Fig. 1: the metal 2 layer
(4 px per um) Cells faint in the background.
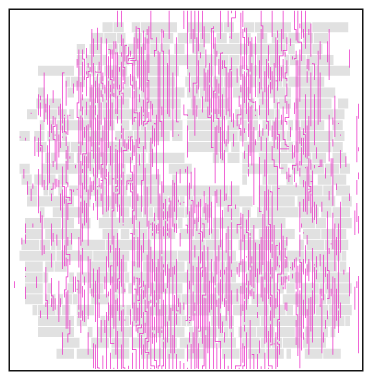
Fig. 2: clock wiring as the flow saved it
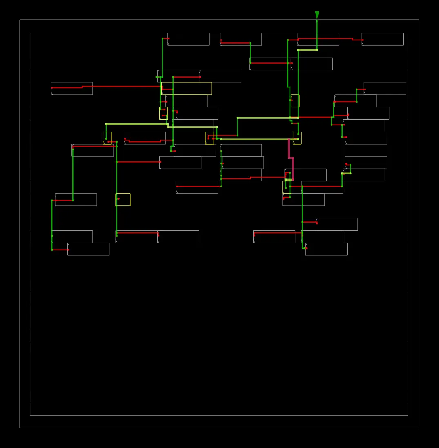
Fig. 3: wiring by layer
(6 px per um) Two of the layers only.
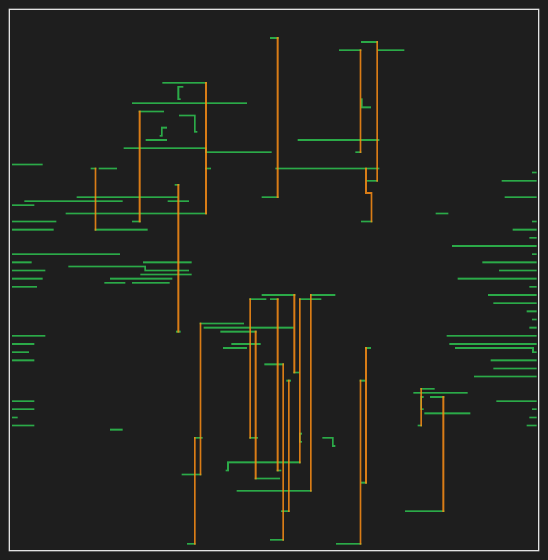
### src/rtl/branch_compare_pipe_if.sv
// Evaluation request/response bundle for the pipelined branch comparator.
// The master side issues operands; the slave side returns results and counters.
interface branch_compare_pipe_if #(
    parameter int WIDTH = 32,
    parameter int TAG_W = 5,
    parameter int CNT_W = 16
);
    logic             InValid;
    logic [WIDTH-1:0] InA;
    logic [WIDTH-1:0] InB;
    logic [2:0]       Control;
    logic [TAG_W-1:0] InTag;
    logic             Stall;
    logic             Flush;
    logic             OutValid;
    logic             Result;
    logic [TAG_W-1:0] OutTag;
    logic [CNT_W-1:0] TakenCount;
    logic [CNT_W-1:0] EvalCount;

    modport master (
        output InValid, InA, InB, Control, InTag, Stall, Flush,
        input  OutValid, Result, OutTag, TakenCount, EvalCount
    );

    modport slave (
        input  InValid, InA, InB, Control, InTag, Stall, Flush,
        output OutValid, Result, OutTag, TakenCount, EvalCount
    );
endinterface

### src/rtl/branch_compare_pipe.sv
// Pipelined branch-condition evaluator: condition in stage 1, then a
// {valid,result,tag} shift chain, with stall, flush and saturating counters.
module branch_compare_pipe #(
    parameter int WIDTH   = 32,
    parameter int LATENCY = 1,
    parameter int TAG_W   = 5,
    parameter int CNT_W   = 16
) (
    input  logic                  Clock,
    input  logic                  Reset_n,
    branch_compare_pipe_if.slave  bus
);
    localparam int L = LATENCY;

    localparam logic [2:0] C_BEQ  = 3'b000;
    localparam logic [2:0] C_BGEZ = 3'b001;
    localparam logic [2:0] C_BGTZ = 3'b010;
    localparam logic [2:0] C_BLEZ = 3'b011;
    localparam logic [2:0] C_BLTZ = 3'b100;
    localparam logic [2:0] C_BNE  = 3'b101;
    localparam logic [2:0] C_BLTU = 3'b110;
    localparam logic [2:0] C_BGEU = 3'b111;

    logic [L-1:0]            v_q, v_d;
    logic [L-1:0]            r_q, r_d;
    logic [L-1:0][TAG_W-1:0] t_q, t_d;
    logic [CNT_W-1:0]        taken_q, taken_d;
    logic [CNT_W-1:0]        eval_q, eval_d;

    logic a_neg;
    logic a_zero;
    logic a_eq_b;
    logic a_ltu_b;
    logic cond;
    logic retire;

    assign a_neg   = bus.InA[WIDTH-1];
    assign a_zero  = (bus.InA == '0);
    assign a_eq_b  = (bus.InA == bus.InB);
    assign a_ltu_b = (bus.InA < bus.InB);

    // Stage-1 condition decode; zero-relative codes look only at InA.
    always_comb begin
        cond = 1'b0;
        unique case (bus.Control)
            C_BEQ:  cond = a_eq_b;
            C_BGEZ: cond = ~a_neg;
            C_BGTZ: cond = ~a_neg & ~a_zero;
            C_BLEZ: cond = a_neg | a_zero;
            C_BLTZ: cond = a_neg;
            C_BNE:  cond = ~a_eq_b;
            C_BLTU: cond = a_ltu_b;
            C_BGEU: cond = ~a_ltu_b;
        endcase
    end

    // Pipeline next state: flush clears, stall holds, otherwise shift in.
    always_comb begin
        v_d = v_q;
        r_d = r_q;
        t_d = t_q;
        if (bus.Flush) begin
            v_d = '0;
            r_d = '0;
            t_d = '0;
        end else if (!bus.Stall) begin
            v_d[0] = bus.InValid;
            r_d[0] = bus.InValid & cond;
            t_d[0] = bus.InValid ? bus.InTag : '0;
            for (int i = 1; i < L; i++) begin
                v_d[i] = v_q[i-1];
                r_d[i] = r_q[i-1];
                t_d[i] = t_q[i-1];
            end
        end
    end

    // An evaluation retires on the edge that loads it into the last stage.
    always_comb begin
        retire  = ~bus.Flush & ~bus.Stall & v_d[L-1];
        taken_d = taken_q;
        eval_d  = eval_q;
        if (retire && eval_q != '1) begin
            eval_d = eval_q + CNT_W'(1);
        end
        if (retire && r_d[L-1] && taken_q != '1) begin
            taken_d = taken_q + CNT_W'(1);
        end
    end

    // State registers for the stage chain and the statistics counters.
    always_ff @(posedge Clock or negedge Reset_n) begin
        if (!Reset_n) begin
            v_q     <= '0;
            r_q     <= '0;
            t_q     <= '0;
            taken_q <= '0;
            eval_q  <= '0;
        end else begin
            v_q     <= v_d;
            r_q     <= r_d;
            t_q     <= t_d;
            taken_q <= taken_d;
            eval_q  <= eval_d;
        end
    end

    assign bus.OutValid   = v_q[L-1];
    assign bus.Result     = r_q[L-1];
    assign bus.OutTag     = t_q[L-1];
    assign bus.TakenCount = taken_q;
    assign bus.EvalCount  = eval_q;
endmodule

### src/flat_wrapper.sv
// flat-port wrapper written by rule: the top's interface ports become plain ports
module branch_compare_pipe_flat 
#(
    parameter int WIDTH   = 32,
    parameter int LATENCY = 1,
    parameter int TAG_W   = 5,
    parameter int CNT_W   = 16
)
  (Clock, Reset_n, bus_InValid, bus_InA, bus_InB, bus_Control, bus_InTag, bus_Stall, bus_Flush, bus_OutValid, bus_Result, bus_OutTag, bus_TakenCount, bus_EvalCount);
  branch_compare_pipe_if #(.WIDTH(WIDTH), .TAG_W(TAG_W), .CNT_W(CNT_W)) bus_i ();
  input  logic Clock;
  input  logic Reset_n;
  input wire logic [$bits(bus_i.InValid)-1:0] bus_InValid;
  input wire logic [$bits(bus_i.InA)-1:0] bus_InA;
  input wire logic [$bits(bus_i.InB)-1:0] bus_InB;
  input wire logic [$bits(bus_i.Control)-1:0] bus_Control;
  input wire logic [$bits(bus_i.InTag)-1:0] bus_InTag;
  input wire logic [$bits(bus_i.Stall)-1:0] bus_Stall;
  input wire logic [$bits(bus_i.Flush)-1:0] bus_Flush;
  output wire logic [$bits(bus_i.OutValid)-1:0] bus_OutValid;
  output wire logic [$bits(bus_i.Result)-1:0] bus_Result;
  output wire logic [$bits(bus_i.OutTag)-1:0] bus_OutTag;
  output wire logic [$bits(bus_i.TakenCount)-1:0] bus_TakenCount;
  output wire logic [$bits(bus_i.EvalCount)-1:0] bus_EvalCount;
  assign bus_i.InValid = bus_InValid;
  assign bus_i.InA = bus_InA;
  assign bus_i.InB = bus_InB;
  assign bus_i.Control = bus_Control;
  assign bus_i.InTag = bus_InTag;
  assign bus_i.Stall = bus_Stall;
  assign bus_i.Flush = bus_Flush;
  assign bus_OutValid = bus_i.OutValid;
  assign bus_Result = bus_i.Result;
  assign bus_OutTag = bus_i.OutTag;
  assign bus_TakenCount = bus_i.TakenCount;
  assign bus_EvalCount = bus_i.EvalCount;
  branch_compare_pipe #(.WIDTH(WIDTH), .LATENCY(LATENCY), .TAG_W(TAG_W), .CNT_W(CNT_W)) u_core (.Clock(Clock), .Reset_n(Reset_n), .bus(bus_i));
endmodule
### config.mk
export PLATFORM = sky130hd
export DESIGN_NAME = branch_compare_pipe_flat
export DESIGN_NICKNAME = d
export VERILOG_FILES = /design/src/rtl/branch_compare_pipe_if.sv /design/src/rtl/branch_compare_pipe.sv /design/src/flat_wrapper.sv
export SDC_FILE = /design/constraint.sdc
export NUM_CORES = 1
export LEC_CHECK = 0
export ABC_AREA = 1
export CORE_AREA = 2 2 86 88
export CTS_BUF_LIST = sky130_fd_sc_hd__clkbuf_2
export DETAILED_ROUTE_END_ITERATION = 12
export DIE_AREA = 0 0 88 90
export PLACE_DENSITY = 0.83
export REMOVE_ABC_BUFFERS = 1
export SETUP_SLACK_MARGIN = 0.3
export SKIP_CTS_REPAIR_TIMING = 1
export SLEW_MARGIN = 5
export SYNTH_ARGS = -nofsm -noshare
export SYNTH_HDL_FRONTEND = slang
export SYNTH_SLANG_ARGS = --single-unit
### constraint.sdc
create_clock -name Clock -period 2 [get_ports Clock]
set_input_delay 0.2 -clock Clock [delete_from_list [all_inputs] [get_ports Clock]]
set_output_delay 0.2 -clock Clock [all_outputs]
set_load 0.1 [all_outputs]
==> results.txt <==
Notes on the physical implementation.

- In the layout the commonest cells are 83 x sky130_fd_sc_hd__nand2_1, 76 x sky130_fd_sc_hd__buf_4, 62 x sky130_fd_sc_hd__dlymetal6s2s_1.
- The aggregate negative setup slack is 0 ns, for reference.
- The TritonCTS clock tree is built, for reference.
- The first-pass detailed-route iteration total is 5, for reference.
- The flip-flop and latch share of the layout cell area is 17.9%, for reference.
- The critical path's most frequent cell is sky130_fd_sc_hd__nand2_2, for reference.
- The startpoint of the lowest-slack register-to-register path is u_core.bus.TakenCount[0]$_DFFE_PN0P_, for reference.
- 321 cells are multi-input combinational gates.
- The kind of capture point of the worst setup path is a flip-flop, for reference.
- In the finished design, the share of the clock period the worst path needs comes to 98.5%.
- The number of antenna violations at the first check in global routing is 0, for reference.
- The worst path buffer plus inverter count is 2, for reference.
- The met3 track demand over resource is 3.67%, for reference.
- Based on the critical path, the design can be clocked at up to 0.508 GHz.
- The I/O pin count is 116, for reference.
- The share of the core filled by cells before placement is 45.2%, for reference.
- The routed design uses 623 um of met3 wire.
- In this run the number of H-tree levels came out at 2.
- Setup slack on the worst reg-to-reg path comes out at 0.06 ns.
- Looking at the setup timing report, the critical path kind is input pin to flip-flop.
- The final timing report lists a max-slew violation count of 0.
- The first routing iteration left 126 violations.
- The total combinational power is 1.75 mW, for reference.
- In this run, the synthesized area fraction spent on AND-OR/OR-AND gates is recorded as 6.03%.
- The number of global-route vias before repair is 3331, for reference.
- The synthesized area divided by synthesized cell count is 7.35 sq um, for reference.
- The flow reports that sequential cells draw 30.1% of the design power.
- The design area is 5460 sq um, for reference.
- The hold slack is 0.247 ns, for reference.
- The count of cells in the finished layout, fillers not included, comes to 693.
- The power density normalized to cell area is 587 nW/um^2, for reference.
- In the per-layer summary, the met1 wirelength comes to 4050 um.
- Max-cap violations in this run came to 0.
- The run finished with clean final reports.
- The top layer used by detailed routing is met4, for reference.
- The layer carrying the most global-route usage is met2, for reference.
- Per the final timing report, the hold violations number 0.
- The repair_antennas step left the layout with diodes totalling 0.
- The share of cells above drive strength 1 is 37.0%, for reference.
- For reference, the critical path cell chain is clkdlybuf4s50_1 > ha_1 > inv_1 > nand2_1 > nand2_1 > nand2_2 > nand2_2 > nand2_2 > nand2_2 > nand2_2 > nand2_2 > nand2_2 > nand2_2 > nand2_2 > nand2_2 > nand4_4 > nand3_4 > nand2_2 > nand2_1.
- The filler cells instantiated in the layout total 460.
## Picture notes: Fig. 1
623 nets have wire on it. The layer holds 53% of the routed length. The wires run mostly vertical.
global routing met2 resource utilization: 38.9%
number of vias after detailed routing: 3641
Final Routed Wirelength: 11000 um

## Picture notes: Fig. 2
CTS Buf Count: 5
clk_buf instances: 5
clock latency at the later pin of the worst-skew pair: 0.39 ns

## Picture notes: Fig. 3
Key: met3 = green [wire length 623 um]; met4 = orange [wire length 469 um]
routed len/inst: 15.9 um
overall global routing resource usage: 21.5%

[registers in the layout, indices dropped and copies added, names as in the netlist]
| signal | flops |
|---|---|
| u_core.bus.EvalCount | 16 |
| u_core.bus.TakenCount | 16 |
| u_core.bus.OutTag | 5 |
| u_core.bus.OutValid | 1 |
| u_core.bus.Result | 1 |
[Yosys cell counts, drive strengths merged]
| cell type | count |
|---|---|
| nand2 | 120 |
| inv | 67 |
| nor2 | 55 |
| dfrtp | 39 |
| ha | 34 |
| nand4 | 22 |
| nand3 | 21 |
| a21oi | 14 |
| xnor2 | 14 |
| xor2 | 13 |
| nor3 | 9 |
| buf | 6 |
| a32o | 5 |
| o21ai | 5 |
| a31oi | 2 |
| a21o | 1 |
| a32oi | 1 |
| nor3b | 1 |
| nor4 | 1 |
| o21a | 1 |
| or4 | 1 |
Power is estimated from default activity; no workload was simulated.
